**src/rtl/chess_clock_scheduler.sv**
```systemverilog
// Two-player chess game clock: synchronises start/stop and move-turn, divides the system clock
// into 1 s ticks and counts the side to move down in BCD m:ss, flagging whoever runs out.
module chess_clock_scheduler #(
    parameter int TICK_DIV       = 50_000_000,
    parameter int START_MINS     = 5,
    parameter int INCREMENT_SECS = 0
) (
    input  logic       clock,
    input  logic       globalReset_n,
    input  logic       startStop,
    input  logic       player,
    input  logic       newGame,
    output logic [3:0] whiteMins,
    output logic [2:0] whiteSecTens,
    output logic [3:0] whiteSecUnits,
    output logic [3:0] blackMins,
    output logic [2:0] blackSecTens,
    output logic [3:0] blackSecUnits,
    output logic       whiteRun,
    output logic       blackRun,
    output logic       whiteFlag,
    output logic       blackFlag,
    output logic [1:0] clockState
);

    typedef enum logic [1:0] {
        S_IDLE    = 2'd0,
        S_RUN     = 2'd1,
        S_PAUSED  = 2'd2,
        S_TIMEOUT = 2'd3
    } state_t;

    localparam int            PW         = (TICK_DIV > 1) ? $clog2(TICK_DIV) : 1;
    localparam logic [PW-1:0] PRESC_MAX  = PW'(TICK_DIV - 1);
    localparam logic [10:0]   START_TIME = {4'(START_MINS), 3'd0, 4'd0};
    localparam logic [10:0]   MAX_TIME   = {4'd9, 3'd5, 4'd9};
    localparam logic [4:0]    INC        = 5'(INCREMENT_SECS);

    // Times are packed {mins[3:0], tens[2:0], units[3:0]}.
    function automatic logic [10:0] time_dec(input logic [10:0] t);
        logic [3:0] m;
        logic [2:0] s10;
        logic [3:0] s1;
        m   = t[10:7];
        s10 = t[6:4];
        s1  = t[3:0];
        if (t != 11'd0) begin
            if (s1 != 4'd0) begin
                s1 = s1 - 4'd1;
            end else begin
                s1 = 4'd9;
                if (s10 != 3'd0) begin
                    s10 = s10 - 3'd1;
                end else begin
                    s10 = 3'd5;
                    m   = m - 4'd1;
                end
            end
        end
        return {m, s10, s1};
    endfunction

    function automatic logic [10:0] time_inc_sat(input logic [10:0] t);
        logic [4:0]  u;
        logic [3:0]  s10;
        logic [4:0]  m;
        logic [10:0] r;
        u   = {1'b0, t[3:0]} + INC;
        s10 = {1'b0, t[6:4]};
        m   = {1'b0, t[10:7]};
        if (u >= 5'd10) begin
            u   = u - 5'd10;
            s10 = s10 + 4'd1;
        end
        if (s10 >= 4'd6) begin
            s10 = 4'd0;
            m   = m + 5'd1;
        end
        if (m > 5'd9) r = MAX_TIME;
        else          r = {m[3:0], s10[2:0], u[3:0]};
        return r;
    endfunction

    state_t        state_q, state_d;
    logic [2:0]    ss_sync_q, ss_sync_d;
    logic [2:0]    pl_sync_q, pl_sync_d;
    logic [PW-1:0] presc_q, presc_d;
    logic [10:0]   white_q, white_d;
    logic [10:0]   black_q, black_d;
    logic          white_flag_q, white_flag_d;
    logic          black_flag_q, black_flag_d;

    logic        ss_rise, ss_fall, pl_edge, pl_now, running, tick, time_out;
    logic [10:0] active_time, dec_time;

    // Bit 1 of each chain is the synchronised level, bit 2 its previous value for edge detection.
    assign ss_rise     = ss_sync_q[1] & ~ss_sync_q[2];
    assign ss_fall     = ~ss_sync_q[1] & ss_sync_q[2];
    assign pl_edge     = pl_sync_q[1] ^ pl_sync_q[2];
    assign pl_now      = pl_sync_q[2];
    assign running     = (state_q == S_RUN);
    assign active_time = pl_now ? black_q : white_q;
    assign dec_time    = time_dec(active_time);
    assign tick        = running && (presc_q == PRESC_MAX) && !pl_edge;
    assign time_out    = tick && (active_time != 11'd0) && (dec_time == 11'd0);

    always_ff @(posedge clock or negedge globalReset_n) begin
        if (!globalReset_n) begin
            state_q <= S_IDLE;
        end else begin
            state_q <= state_d;
        end
    end

    always_comb begin
        state_d = state_q;
        if (newGame) begin
            state_d = S_IDLE;
        end else begin
            case (state_q)
                S_IDLE:   if (ss_rise) state_d = S_RUN;
                S_RUN: begin
                    if (time_out)     state_d = S_TIMEOUT;
                    else if (ss_fall) state_d = S_PAUSED;
                end
                S_PAUSED: if (ss_rise) state_d = S_RUN;
                default:  state_d = state_q;
            endcase
        end
    end

    always_ff @(posedge clock or negedge globalReset_n) begin
        if (!globalReset_n) begin
            ss_sync_q    <= '0;
            pl_sync_q    <= '0;
            presc_q      <= '0;
            white_q      <= START_TIME;
            black_q      <= START_TIME;
            white_flag_q <= 1'b0;
            black_flag_q <= 1'b0;
        end else begin
            ss_sync_q    <= ss_sync_d;
            pl_sync_q    <= pl_sync_d;
            presc_q      <= presc_d;
            white_q      <= white_d;
            black_q      <= black_d;
            white_flag_q <= white_flag_d;
            black_flag_q <= black_flag_d;
        end
    end

    always_comb begin
        ss_sync_d    = {ss_sync_q[1:0], startStop};
        pl_sync_d    = {pl_sync_q[1:0], player};
        presc_d      = presc_q;
        white_d      = white_q;
        black_d      = black_q;
        white_flag_d = white_flag_q;
        black_flag_d = black_flag_q;
        if (newGame) begin
            presc_d      = '0;
            white_d      = START_TIME;
            black_d      = START_TIME;
            white_flag_d = 1'b0;
            black_flag_d = 1'b0;
        end else if (state_q == S_IDLE && ss_rise) begin
            presc_d = '0;
        end else if (running) begin
            // A hand-over restarts the second and credits the side that just moved.
            if (pl_edge) begin
                presc_d = '0;
                if (pl_now) black_d = time_inc_sat(black_q);
                else        white_d = time_inc_sat(white_q);
            end else if (presc_q == PRESC_MAX) begin
                presc_d = '0;
            end else begin
                presc_d = presc_q + PW'(1);
            end
            if (tick && active_time != 11'd0) begin
                if (pl_now) black_d = dec_time;
                else        white_d = dec_time;
                if (time_out) begin
                    if (pl_now) black_flag_d = 1'b1;
                    else        white_flag_d = 1'b1;
                end
            end
        end
    end

    always_comb begin
        {whiteMins, whiteSecTens, whiteSecUnits} = white_q;
        {blackMins, blackSecTens, blackSecUnits} = black_q;
        whiteRun   = (state_q == S_RUN) && !pl_now;
        blackRun   = (state_q == S_RUN) && pl_now;
        whiteFlag  = white_flag_q;
        blackFlag  = black_flag_q;
        clockState = state_q;
    end

endmodule
```
**config.mk**
```make
export PLATFORM = sky130hd
export DESIGN_NAME = chess_clock_scheduler
export DESIGN_NICKNAME = d
export VERILOG_FILES = /design/src/rtl/chess_clock_scheduler.sv
export SDC_FILE = /design/constraint.sdc
export NUM_CORES = 1
export LEC_CHECK = 0
export ABC_AREA = 0
export CAP_MARGIN = 25
export CORE_ASPECT_RATIO = 0.5
export CORE_MARGIN = 2
export CORE_UTILIZATION = 61
export CTS_BUF_LIST = sky130_fd_sc_hd__clkbuf_8
export DETAILED_ROUTE_END_ITERATION = 12
export PLACE_DENSITY = 0.92
export REMOVE_ABC_BUFFERS = 1
export SKIP_CTS_REPAIR_TIMING = 1
export SYNTH_ARGS = -nofsm -noshare
export SYNTH_HDL_FRONTEND = slang
export SYNTH_SLANG_ARGS = --single-unit
```
**constraint.sdc**
```tcl
create_clock -name clock -period 4.2 [get_ports clock]
set_input_delay 1.26 -clock clock [delete_from_list [all_inputs] [get_ports clock]]
set_output_delay 1.26 -clock clock [all_outputs]
set_load 0.005 [all_outputs]
```
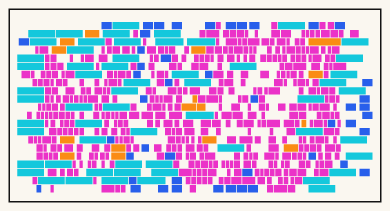
(cell classes on the final placement)
Scale: 3 px per um.
legend:
  flip-flops:
    color: cyan
    cells: 58
  clock drivers and dummy loads:
    color: orange
    cells: 16
  other buffers and delay cells:
    color: blue
    cells: 46
  all other logic:
    color: magenta
    cells: 470
# rows: 21
fraction of area in registers: 29.4%
Final Instance Area: 4960 um^2
final core utilization: 73.2%
Core Box Area: 6780 um^2

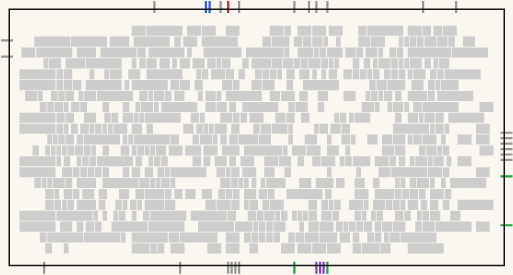
(ports around the boundary)
Scale: 4 px per um. Pins as bars across the die edge, other pins in gray.
legend:
  clockState:
    color: blue
    pins: 2
    direction: output
    edge: north
  whiteSecUnits:
    color: green
    pins: 4
    direction: output
    edge: 2 east, 2 south
  blackRun:
    color: red
    pins: 1
    direction: output
    edge: north
  whiteSecTens:
    color: purple
    pins: 3
    direction: output
    edge: south
all pins by edge: 12 north, 11 south, 8 east, 2 west
DIE WIDTH: 123 um
die height: 63.7 um
# port buffers: 32

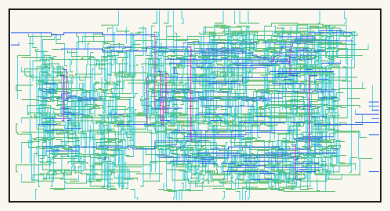
(metal layers overlaid)
Scale: 3 px per um.
legend:
  met1:
    color: green
    wire_length: 5390 um
  met2:
    color: cyan
    wire_length: 5520 um
  met4:
    color: magenta
    wire_length: 180 um
  met3:
    color: blue
    wire_length: 1410 um

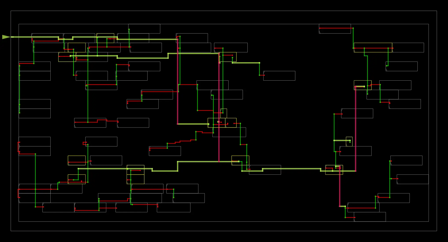
(clock nets)
Late-Pin Clk Latency: 360 ps
clk sinks: 58
clock skew: 14.0 ps

registers in the layout, summed over array words and instances (netlist names):
signal and cells:
ss_sync_q 3, pl_sync_q 3, clockState 2, black_q 11, presc_q 26, whiteFlag 1, blackFlag 1, white_q 11
synth_stat cells (7+ instances only):
master,n
mux2i_1,8
ha_1,9
inv_1,16
a31oi_1,11
o211ai_1,7
or3_1,9
nand2_1,62
a21oi_1,42
a211oi_1,11
and3_1,7
nor4_1,8
nand2b_1,8
clkbuf_1,27
nand4_1,10
o21ai_0,63
nand3_1,26
dfrtp_1,54
nor3_1,20
nor2_1,49
nor2b_1,8
final cells by class:
type	count	area share (%)
multi-input cells	454	54.3
inverters	16	1.21
flip-flops and latches	58	29.4
repair buffers	46	8.47
clock inverters	4	0.984
well taps	92	2.32
clock buffers	12	3.33
per-stage QoR:
stage	setup slack, ps	power [mW]	cells
6_report	536	1.30	682
3_5_place_dp	701	0.747	666
5_1_grt	324	1.35	682
4_1_cts	675	1.30	682
2_1_floorplan	701	0.675	528
3_3_place_gp	718	0.744	666
power by group through the flow:
stage | Sequential (mW) | Combinational [mW] | Clock (mW)
after floorplan | 0.592 | 0.0830 | 0
after CTS | 0.586 | 0.153 | 0.562
final | 0.586 | 0.156 | 0.559
after global routing | 0.588 | 0.173 | 0.594
after global placement | 0.595 | 0.149 | 0
after detailed placement | 0.596 | 0.152 | 0
worst paths after layout:
check / startpoint / to
setup reg to reg: pl_sync_q[2] / whiteFlag
setup / recovery: pl_sync_q[2] / whiteFlag
hold reg to reg: ss_sync_q[0] / ss_sync_q[1]
min in group asynchronous: globalReset_n / presc_q[5]
max in group asynchronous: globalReset_n / white_q[7]
hold / removal: ss_sync_q[0] / ss_sync_q[1]
layout by cell type, fill, tap and decap left out, drive strengths merged, types with 12 or more instances in the layout:
cell / netlist / routed
buf: 5 / 15
inv: 16 / 16
clkdlybuf4s50: 0 / 31
o21ai: 63 / 63
nand3: 26 / 26
nor3: 21 / 21
a21oi: 42 / 42
clkbuf: 27 / 12
dfrtp: 54 / 54
nor2: 49 / 49
nand2: 62 / 62
critical path, stage by stage (launching register included):
cell and delay (ps):
dfrtp_1 760, nor3b_1 640, o21ai_0 240, buf_4 200, a21oi_1 490, xnor2_1 190, or4_1 480, or3_1 430
o22ai_1 150
layer usage:
metal  GRT usage, %  vias to the layer above
met2           51.6                      283
met5              0                        -
li1               -                     2142
met4           7.67                        0
met1           48.3                     2179
met3           9.51                       28
cell families after synthesis:
group | Yosys count | synth area share [%]
fa+ha+maj | 9 | 2.59
xor+xnor | 11 | 2.22
simple gates | 233 | 26.8
mux | 11 | 2.62
flops | 58 | 33.5
compound gates | 190 | 27.8
buf+inv | 48 | 4.44
==> qor.yml <==
floorplan:
  die_area_um2: 7850
clock_network:
  cts_tree: "done"
  clk_pin_slew_worst_paths_ps: 80
  h-tree-depth: 3
  numCtsBuffers: 9
timing:
  period_minus_slack_ps: 3660
  rsz0062_at_grt: "false"
  worstMarginPinSlew_ps: 965
  finalSetupTns_ps: 0
yosys:
  edf_count: 0
  ys.flop_type: "dfrtp_1"
  yosys_warnings: 0
  ys_cells: 560
  synthCells: 560
  syn-cell-area_um2: 4340
  yosys_area_um2: 4340
finish:
  antenna_cells: 0
  drive_gt1_share_pct: 8.31
  area_growth_pct: 14.2
detailed_routing:
  dr_total_vias: 4632
  via_per_inst: 6.79
worst_hold_path:
  hold_path_depth: 0
  hp-class: "register to register"
critical_path:
  path_class: "register to register"
pwr:
  ir_drop_uv: 231
  p_int_mw: 0.944
  powerDensity_nw_per_um2: 262
run_status:
  status: "finished clean"
grt:
  antenna_found_initial: 0
Power is estimated from default activity; no workload was simulated.
